===== config.mk =====
export PLATFORM = sky130hd
export DESIGN_NAME = disp7s_scan
export DESIGN_NICKNAME = d
export VERILOG_FILES = /design/src/rtl/disp7s_scan.sv
export SDC_FILE = /design/constraint.sdc
export NUM_CORES = 1
export LEC_CHECK = 0
export ABC_CLOCK_PERIOD_IN_PS = 3000
export CORE_ASPECT_RATIO = 0.7
export CORE_UTILIZATION = 55
export DETAILED_ROUTE_END_ITERATION = 8
export GPL_TIMING_DRIVEN = 0
export PLACE_DENSITY = 0.79
export SETUP_SLACK_MARGIN = 0.02
export SYNTH_ARGS = -nofsm -noshare
export SYNTH_HDL_FRONTEND = slang
export SYNTH_SLANG_ARGS = --single-unit

===== constraint.sdc =====
create_clock -name clk -period 3 [get_ports clk]
set_input_delay 0.45 -clock clk [delete_from_list [all_inputs] [get_ports clk]]
set_output_delay 0.45 -clock clk [all_outputs]
set_load 0.02 [all_outputs]

===== src/rtl/disp7s_scan.sv =====
// disp7s_scan: time-multiplexed NDIG-digit 7-segment driver with
// double-buffered hex data, anti-ghost blanking and leading-zero suppression.
module disp7s_scan #(
    parameter int NDIG    = 4,
    parameter int DIV     = 50000,
    parameter int BLANK   = 2,
    parameter int ACT_LOW = 0
) (
    input  logic                clk,
    input  logic                rst,
    input  logic                en,
    input  logic                load,
    input  logic [4*NDIG-1:0]   data,
    input  logic [NDIG-1:0]     dp_in,
    input  logic                lzs,
    output logic [6:0]          seg,
    output logic                dp,
    output logic [NDIG-1:0]     an,
    output logic                frame
);

    localparam int CW = (DIV > 1) ? $clog2(DIV) : 1;
    localparam int IW = (NDIG > 1) ? $clog2(NDIG) : 1;
    localparam logic [CW-1:0] CNT_LAST  = CW'(DIV - 1);
    localparam logic [CW-1:0] CNT_BLANK = CW'(BLANK);
    localparam logic [IW-1:0] IDX_LAST  = IW'(NDIG - 1);
    localparam logic          INV       = (ACT_LOW != 0);

    logic [CW-1:0]      cnt;
    logic [IW-1:0]      idx;
    logic [4*NDIG-1:0]  shadow_data;
    logic [NDIG-1:0]    shadow_dp;
    logic [4*NDIG-1:0]  active_data;
    logic [NDIG-1:0]    active_dp;
    logic               pending;

    logic               slot_end;
    logic               wrap;
    logic               lit;
    logic [3:0]         cur_hex;
    logic               cur_dp;
    logic               cur_lz;
    logic               lead;
    logic [NDIG-1:0]    an_sel;

    function automatic logic [6:0] hex7(input logic [3:0] h);
        case (h)
            4'h0: hex7 = 7'h3F;
            4'h1: hex7 = 7'h06;
            4'h2: hex7 = 7'h5B;
            4'h3: hex7 = 7'h4F;
            4'h4: hex7 = 7'h66;
            4'h5: hex7 = 7'h6D;
            4'h6: hex7 = 7'h7D;
            4'h7: hex7 = 7'h07;
            4'h8: hex7 = 7'h7F;
            4'h9: hex7 = 7'h6F;
            4'hA: hex7 = 7'h77;
            4'hB: hex7 = 7'h7C;
            4'hC: hex7 = 7'h39;
            4'hD: hex7 = 7'h5E;
            4'hE: hex7 = 7'h79;
            default: hex7 = 7'h71;
        endcase
    endfunction

    assign slot_end = en && (cnt == CNT_LAST);
    assign wrap     = slot_end && (idx == IDX_LAST);
    assign lit      = (cnt >= CNT_BLANK);

    // Select the current digit; lead tracks "all digits from the top down to here are zero".
    always_comb begin
        cur_hex = '0;
        cur_dp  = 1'b0;
        cur_lz  = 1'b0;
        lead    = 1'b1;
        an_sel  = '0;
        for (int unsigned k = 0; k < NDIG; k++) begin
            lead = lead && (active_data[4*(NDIG-1-k) +: 4] == 4'h0);
            if (idx == IW'(NDIG - 1 - k)) begin
                cur_hex = active_data[4*(NDIG-1-k) +: 4];
                cur_dp  = active_dp[NDIG-1-k];
                cur_lz  = lead && (k != NDIG - 1);
            end
            an_sel[k] = (idx == IW'(k));
        end
    end

    // Scan counters, shadow/active double buffer and registered pin drive.
    always_ff @(posedge clk) begin
        if (rst) begin
            cnt         <= '0;
            idx         <= '0;
            shadow_data <= '0;
            shadow_dp   <= '0;
            active_data <= '0;
            active_dp   <= '0;
            pending     <= 1'b0;
            frame       <= 1'b0;
            seg         <= {7{INV}};
            dp          <= INV;
            an          <= {NDIG{INV}};
        end else begin
            // A load on the boundary cycle still wins pending; the boundary copies the old shadow.
            if (wrap && pending) begin
                active_data <= shadow_data;
                active_dp   <= shadow_dp;
            end
            if (load) begin
                shadow_data <= data;
                shadow_dp   <= dp_in;
                pending     <= 1'b1;
            end else if (wrap && pending) begin
                pending <= 1'b0;
            end

            if (!en) begin
                cnt   <= '0;
                idx   <= '0;
                frame <= 1'b0;
                seg   <= {7{INV}};
                dp    <= INV;
                an    <= {NDIG{INV}};
            end else begin
                cnt   <= slot_end ? '0 : cnt + 1'b1;
                if (slot_end)
                    idx <= wrap ? '0 : idx + 1'b1;
                frame <= wrap;
                an    <= (lit ? an_sel : '0) ^ {NDIG{INV}};
                seg   <= ((lit && !(lzs && cur_lz)) ? hex7(cur_hex) : 7'h00) ^ {7{INV}};
                dp    <= (lit && cur_dp) ^ INV;
            end
        end
    end

endmodule


==> flow_metrics.py, run 1 <==
# Auto-generated metrics
metrics = {
    "outcome": {
        "status": "finished clean",
    },
    "timing": {
        "maximum_clock_frequency_ghz": 0.385,
        "setup_ws_ns": 0.404,
        "hold_ws_ns": 0.425,
        "tightest_slew_ns": 0.731,
    },
    "synth": {
        "synthDominantAreaCellType": "dfxtp_1",
        "yosys_register_bits": 72,
        "synth_top_area_share_pct": 45.5,
        "syn_inst_count": 358,
    },
    "drt": {
        "wl_per_cell_um": 13.5,
    },
    "cts": {
        "clockBufferDepth": 2,
        "cts_tree": "done",
        "cts_post_setup_buffers_inserted": 0,
        "clk_latency_ns": 0.36,
        "worst_setup_hold_path_clk_slew_ns": 0.08,
        "post_cts_sizing_count": 0,
    },
    "global_route": {
        "globalRouteMet1Util_pct": 31.1,
        "met3_usage_pct": 8.45,
        "grt_antenna_before_repair": 0,
        "largest_net_degree_at_the_start_of_global_routing": 14,
    },
    "power": {
        "total_power_mw": 2.03,
        "seq_cell_power_mw": 0.987,
        "power_leakage_nw": 1.47,
        "power.share.combinational_pct": 4.6,
    },
    "critical_path": {
        "critical_path.cell_chain": "inv_1 > ha_1 > buf_2 > a21oi_1 > o21ai_0 > a22oi_1 > inv_1 > ha_1 > nand3b_1 > o221ai_1 > nor2b_1",
        "critical_path_arrival_ns": 2.89,
        "critical_path_peak_fanout": 10,
        "regToRegSetupSlack_ns": 0.40,
        "critical_path.n_buffers_inverters": 3,
        "crit-reg2reg-capture": "seg[0]",
    },
    "final_layout": {
        "layout.nets": 442,
    },
    "placement": {
        "post-place-cells": 465,
    },
}
run 1: worst max-delay path by stage:
stage                start  depth (start not counted)      to
finish              idx[0]                         11  seg[0]
global route        idx[0]                         11  seg[0]
CTS                 idx[0]                         10  seg[6]
detailed placement  idx[0]                         10  seg[6]
global placement    idx[0]                          9  seg[0]
floorplan           idx[0]                          9  seg[0]
run 1: layout make-up:
cell class	instances	area, um^2	area share (%)
inverters	11	41.3	1.07
clock inverters	6	115	2.98
repair buffers	35	350	9.06
well taps	72	90.1	2.33
multi-input cells	253	1580	40.8
plain buffers	22	113	2.91
flip-flops and latches	72	1440	37.3
clock buffers	10	138	3.56
run 1: logic make-up (layout without fill, tap and decap cells):
logic type               count (synthesis)  after routing  share of synthesized area [%]
buffers and inverters                   33             84                           4.86
AND-OR/OR-AND                           49             49                           9.40
AND/OR/NAND/NOR                        150            150                           22.7
multiplexers                            27             27                           8.53
flip-flops                              72             72                           45.5
XOR/XNOR                                14             14                           3.87
adder cells (fa/ha/maj)                 13             13                           5.14
run 1: layout by cell type, fill, tap and decap left out, types with 6 or more instances in the layout:
master and instances:
xnor2_1 7, nor3_1 6, nand2_1 53, buf_2 6
ha_1 13, a21oi_1 28, clkdlybuf4s50_1 35, clkbuf_8 10
inv_1 11, nor2_1 44, mux2i_1 27, clkbuf_1 10
xor2_1 7, dfxtp_1 72, nand4_1 7, nand3b_1 6
nand3_1 7, and2_1 6
run 1: state kept, by name, indices dropped and copies added, names as in the netlist:
register / cells
idx: 2
active_data: 16
active_dp: 4
shadow_dp: 4
shadow_data: 16
cnt: 16
seg: 7
an: 4
pending: 1
dp: 1
frame: 1
run 1: metal layers:
layer,share of wire (%),routed length [um]
met1,49,3170
met2,44,2850
met3,5.9,382
met4,1.7,110
met5,0,0
**Run 1: floorplan with the power grid**

Bar = 20 um. Pins as bars on the die edge. Tap cells in grey.
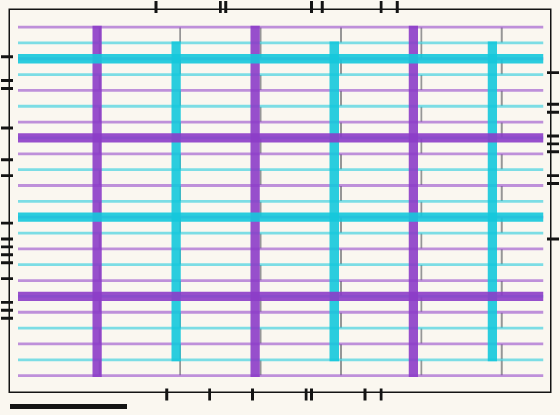
Key: purple = VSS; cyan = VDD
6 straps on met4. 38 signal pins sit on the boundary. 4 straps on met5. 72 tap cells.
core area: 5400 um^2
vertical die dimension: 65.5 um
width of the chip: 92.7 um

**Run 1: cell density map**

Bar = 20 um. The die is cut into 9 by 7 equal tiles; white is low, dark blue is high, 0 to 100% covered.
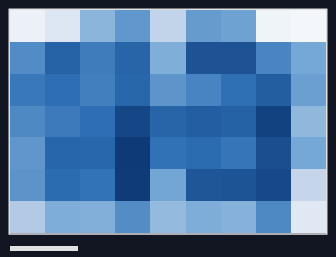
37% of the tiles are over 75% full. The fullest tile reaches 96%. The mean over all tiles is 62%. The densest ninth of the die: middle.
share of the core filled by cells before placement: 58.7%
share of the core filled with cells in the final layout: 71.7%

**Run 1: nets reached from selected ports**

Bar = 20 um.
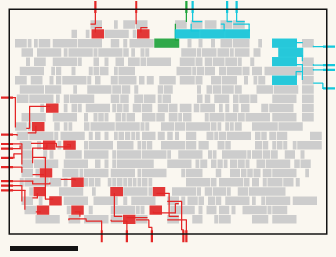
Key: green = `dp` [bits 1, direction output, edge top, end cells 1, buffers 1, wire 8.90 um]; cyan = `seg` [bits 7, direction output, edge 4 right, 3 top, end cells 7, buffers 7, wire 59.8 um]; red = `data` [bits 16, direction input, edge 9 left, 5 bottom, 2 top, end cells 16, buffers 16, wire 244 um]
Boundary Pins: 38
Port-buffer cells: 35

**Run 1: sequential cells grouped by signal name**

Bar = 20 um. Other sequential cells in the stronger grey, the rest of the logic in the fainter grey.
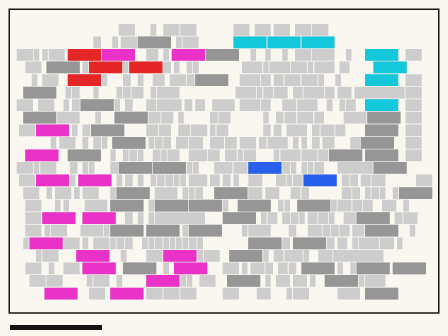

## Run 2: what changed since run 1
Settings changed: CORE_UTILIZATION 55 to 49, PLACE_DENSITY 0.79 to 0.71.
**Run 2: sequential cells grouped by signal name**

Bar = 20 um. Other sequential cells in the stronger grey, the rest of the logic in the fainter grey.
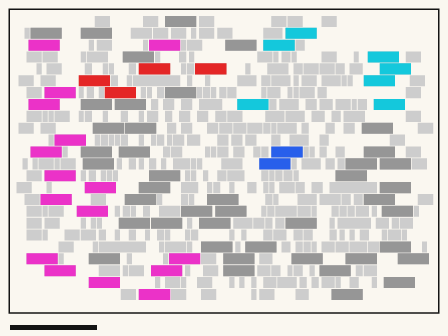
Key: blue = `idx` [placed flops 2]; magenta = `shadow_data` [placed flops 16]; cyan = `seg` [placed flops 7, where top right]; red = `active_dp` [placed flops 4]
Another 43 sequential cells are not coloured.
register area: 1440 um^2
share of cell area taken by flip-flops and latches: 37.2%
share of the core filled with cells in the final layout: 62.0%
power in sequential cells: 0.987 mW

==> flow_metrics.py, run 2 <==
# Auto-generated metrics
metrics = {
    "synth": {
        "yosys_register_bits": 72,
        "synth_top_area_share_pct": 45.5,
        "syn_inst_count": 358,
        "synthDominantAreaCellType": "dfxtp_1",
    },
    "cts": {
        "worst_setup_hold_path_clk_slew_ns": 0.08,
        "clockBufferDepth": 2,
        "clk_latency_ns": 0.35,
        "cts_post_setup_buffers_inserted": 0,
        "cts_tree": "done",
    },
    "final_layout": {
        "largestRegisters": "active_data x16, cnt x16, shadow_data x16",
        "layout.nets": 442,
    },
    "drt": {
        "wl_per_cell_um": 13.0,
        "drc": 4,
        "met2_length_um": 2660,
        "wl_met3_um": 261,
    },
    "timing": {
        "setup_ws_ns": 0.385,
        "tightest_slew_ns": 0.761,
        "maximum_clock_frequency_ghz": 0.382,
        "hold_ws_ns": 0.418,
    },
    "placement": {
        "place.port_buffers": 35,
    },
    "die": {
        "num_io_pins": 38,
        "die_y_um": 69.3,
        "die_width_um": 98.1,
    },
    "outcome": {
        "status": "complete, but fails checks",
        "violated_checks": "design-rule violations",
    },
    "critical_path": {
        "critical_path.n_buffers_inverters": 3,
        "critical_path.cell_chain": "inv_1 > ha_1 > buf_2 > a21oi_1 > o21ai_0 > a22oi_1 > inv_1 > ha_1 > nand3b_1 > o221ai_1 > nor2b_1",
        "critical_path_arrival_ns": 2.90,
        "critical_path_peak_fanout": 10,
    },
    "power": {
        "power.share.combinational_pct": 4.6,
    },
}
**Run 2: cell outlines without signal wires**

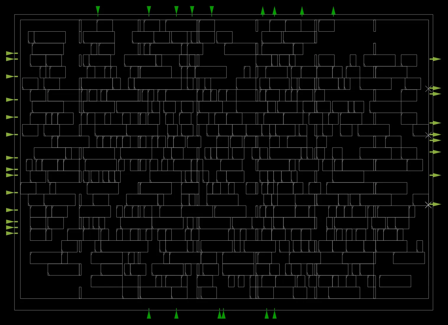
Rows: 24
final standard cell count with taps included and fillers excluded: 487

[run 2: logic make-up (layout without fill, tap and decap cells)]
| logic type | after synthesis | in the layout | share of synthesized area [%] |
|---|---|---|---|
| and+or+nand+nor | 150 | 150 | 22.7 |
| DFF | 72 | 72 | 45.5 |
| AOI/OAI and AO/OA | 49 | 49 | 9.40 |
| buffers and inverters | 33 | 84 | 4.86 |
| muxes | 27 | 27 | 8.53 |
| xor gates and xnor gates | 14 | 14 | 3.87 |
| adders and majority gates | 13 | 13 | 5.14 |
[run 2: worst min-delay path, delay by kind of cell]
family / cells / cell delay [ns]
multiplexers: 1 / 0.09
AND/OR/NAND/NOR: 1 / 0.07
buffers and inverters: 1 / 0.13
[run 2: path summary, 6_finish.rpt]
path,slack (ns),end,start,depth (start not counted)
max,0.39,seg[0],idx[0],11
min,0.42,shadow_data[12],load,3
max reg2reg,0.39,seg[0],idx[0],11
min reg2reg,0.45,active_data[2],shadow_data[2],2
[run 2: power by group through the flow]
stage / clock network [mW] / registers, mW / logic, mW
after floorplan: 0 / 1.01 / 0.0473
after global placement: 0 / 1.01 / 0.0918
after detailed placement: 0 / 1.01 / 0.0940
after CTS: 0.966 / 0.987 / 0.0944
after global routing: 1.02 / 0.989 / 0.103
final: 0.942 / 0.987 / 0.0934
[run 2: cell type report]
class | instances | area, um^2
Inverter | 11 | 41.3
Fill cell | 578 | 2370
Multi-Input combinational cell | 253 | 1580
Buffer | 22 | 113
Timing Repair Buffer | 35 | 350
Tap cell | 78 | 97.6
Sequential cell | 72 | 1440
Clock inverter | 6 | 115
Clock buffer | 10 | 138
[run 2: repair_timing]
| action | 4_1_cts | 5_1_grt |
|---|---|---|
| setup endpoints to repair | 0 | 3 |
| gates resized | 0 | 1 |
| endpoints found under the hold margin | 0 | 0 |
**Run 2: cell density map**

Bar = 20 um. The die is cut into 10 by 7 equal tiles; white is low, dark blue is high, 0 to 100% covered.
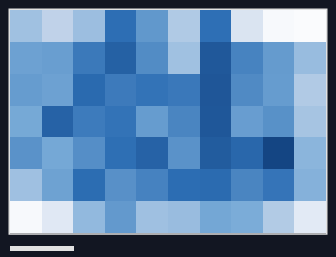

## Run 3: what changed since run 2
Settings changed: PLACE_DENSITY 0.71 to 0.81.
**Run 3: cell density map**

Bar = 20 um. The die is cut into 10 by 7 equal tiles; white is low, dark blue is high, 0 to 100% covered.
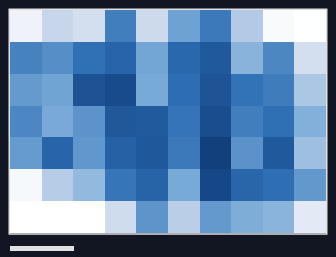
The emptiest ninth of the die: bottom left. The densest ninth of the die: middle. 26% of the tiles are over 75% full. The mean over all tiles is 55%.
core area: 6250 um^2
share of the core filled by cells before placement: 50.7%
share of the core filled with cells in the final layout: 61.3%

==> flow_metrics.py, run 3 <==
# Auto-generated metrics
metrics = {
    "synth": {
        "synthDominantAreaCellType": "dfxtp_1",
        "synth_top_area_share_pct": 45.5,
        "yosys_register_bits": 72,
    },
    "cts": {
        "clk_latency_ns": 0.36,
        "clockBufferDepth": 2,
        "cts_tree": "done",
    },
    "worst_hold_path": {
        "beginning_of_the_worst_hold_path": "rst",
    },
    "timing": {
        "hold_ws_ns": 0.443,
        "tightest_slew_ns": 0.717,
    },
    "final_layout": {
        "layout_top_cells_excl_fill_tap": "dfxtp_1 (72), nand2_1 (53), nor2_1 (44)",
        "final_common_cell": "dfxtp_1",
        "largestRegisters": "active_data x16, cnt x16, shadow_data x16",
    },
    "power": {
        "total_power_mw": 1.86,
    },
    "outcome": {
        "violated_checks": "design-rule violations",
        "status": "complete, but fails checks",
    },
    "critical_path": {
        "timing.critical_path.from": "idx[0]",
        "critical_path_arrival_ns": 2.83,
        "critical_path.n_buffers_inverters": 3,
    },
    "die": {
        "die_y_um": 69.3,
        "die_width_um": 98.1,
        "num_io_pins": 38,
    },
    "drt": {
        "drc": 1,
    },
}
**Run 3: cell outlines without signal wires**

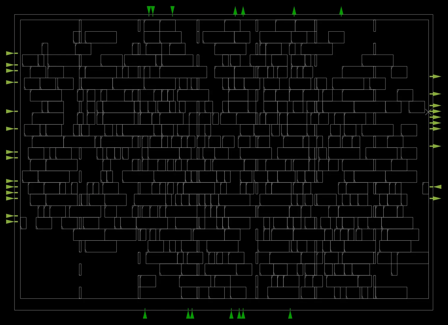
filler cell count in the final layout: 564
sequential cell count of the final layout: 72
share of cell area taken by flip-flops and latches: 37.7%
tap cell count: 78

-- run 3: cell counts after synthesis --
No cell type changed its count.
-- run 3: logic make-up (layout without fill, tap and decap cells) --
kind of cell	Yosys count	in the layout	share of synthesized area, %
adders and majority gates	13	13	5.14
and+or+nand+nor	150	150	22.7
muxes	27	27	8.53
DFF	72	72	45.5
buffers and inverters	33	84	4.86
xor gates and xnor gates	14	14	3.87
AOI/OAI and AO/OA	49	49	9.40
-- run 3: timing repair --
| item | CTS | global route |
|---|---|---|
| endpoints found under the hold margin | 0 | 0 |
| setup buffers | 0 | 0 |
| setup endpoints to repair | 0 | 5 |
| gates resized | 0 | 1 |
-- run 3: worst paths after layout --
check / endpoint / slack [ns] / cells past startpoint
max reg2reg: seg[0] / 0.46 / 11
min reg2reg: active_dp[0] / 0.45 / 2
min: pending / 0.44 / 2
max: seg[0] / 0.46 / 11
-- run 3: metal layers --
metal  wire [um]  track usage [%]
met1        3160             26.9
met2        2940             32.5
met3         342             6.35
met4         156             10.8
met5           0                0
-- run 3: layout make-up --
cell class	instances	area (um^2)
plain buffers	22	113
clock buffers	10	138
clock inverters	6	67.6
fillers	564	2420
inverters	11	41.3
multi-input cells	253	1580
flip-flops and latches	72	1440
well taps	78	97.6
repair buffers	35	350
-- run 3: per-stage QoR --
stage / util [%] / cells
5_1_grt: 61.3 / 487
6_report: 61.3 / 487
4_1_cts: 61.2 / 487
3_3_place_gp: 57.9 / 471
2_1_floorplan: - / 358
3_5_place_dp: 57.9 / 471
-- run 3: power by group through the flow --
stage	Sequential [mW]	Clock (mW)	Combinational (mW)
floorplan	1.01	0	0.0473
global placement	1.01	0	0.0915
detailed placement	1.01	0	0.0949
CTS	0.988	0.794	0.0954
global route	0.990	0.835	0.105
finish	0.987	0.781	0.0944
Power figures rest on the tool's default switching activity, not on a simulated workload.
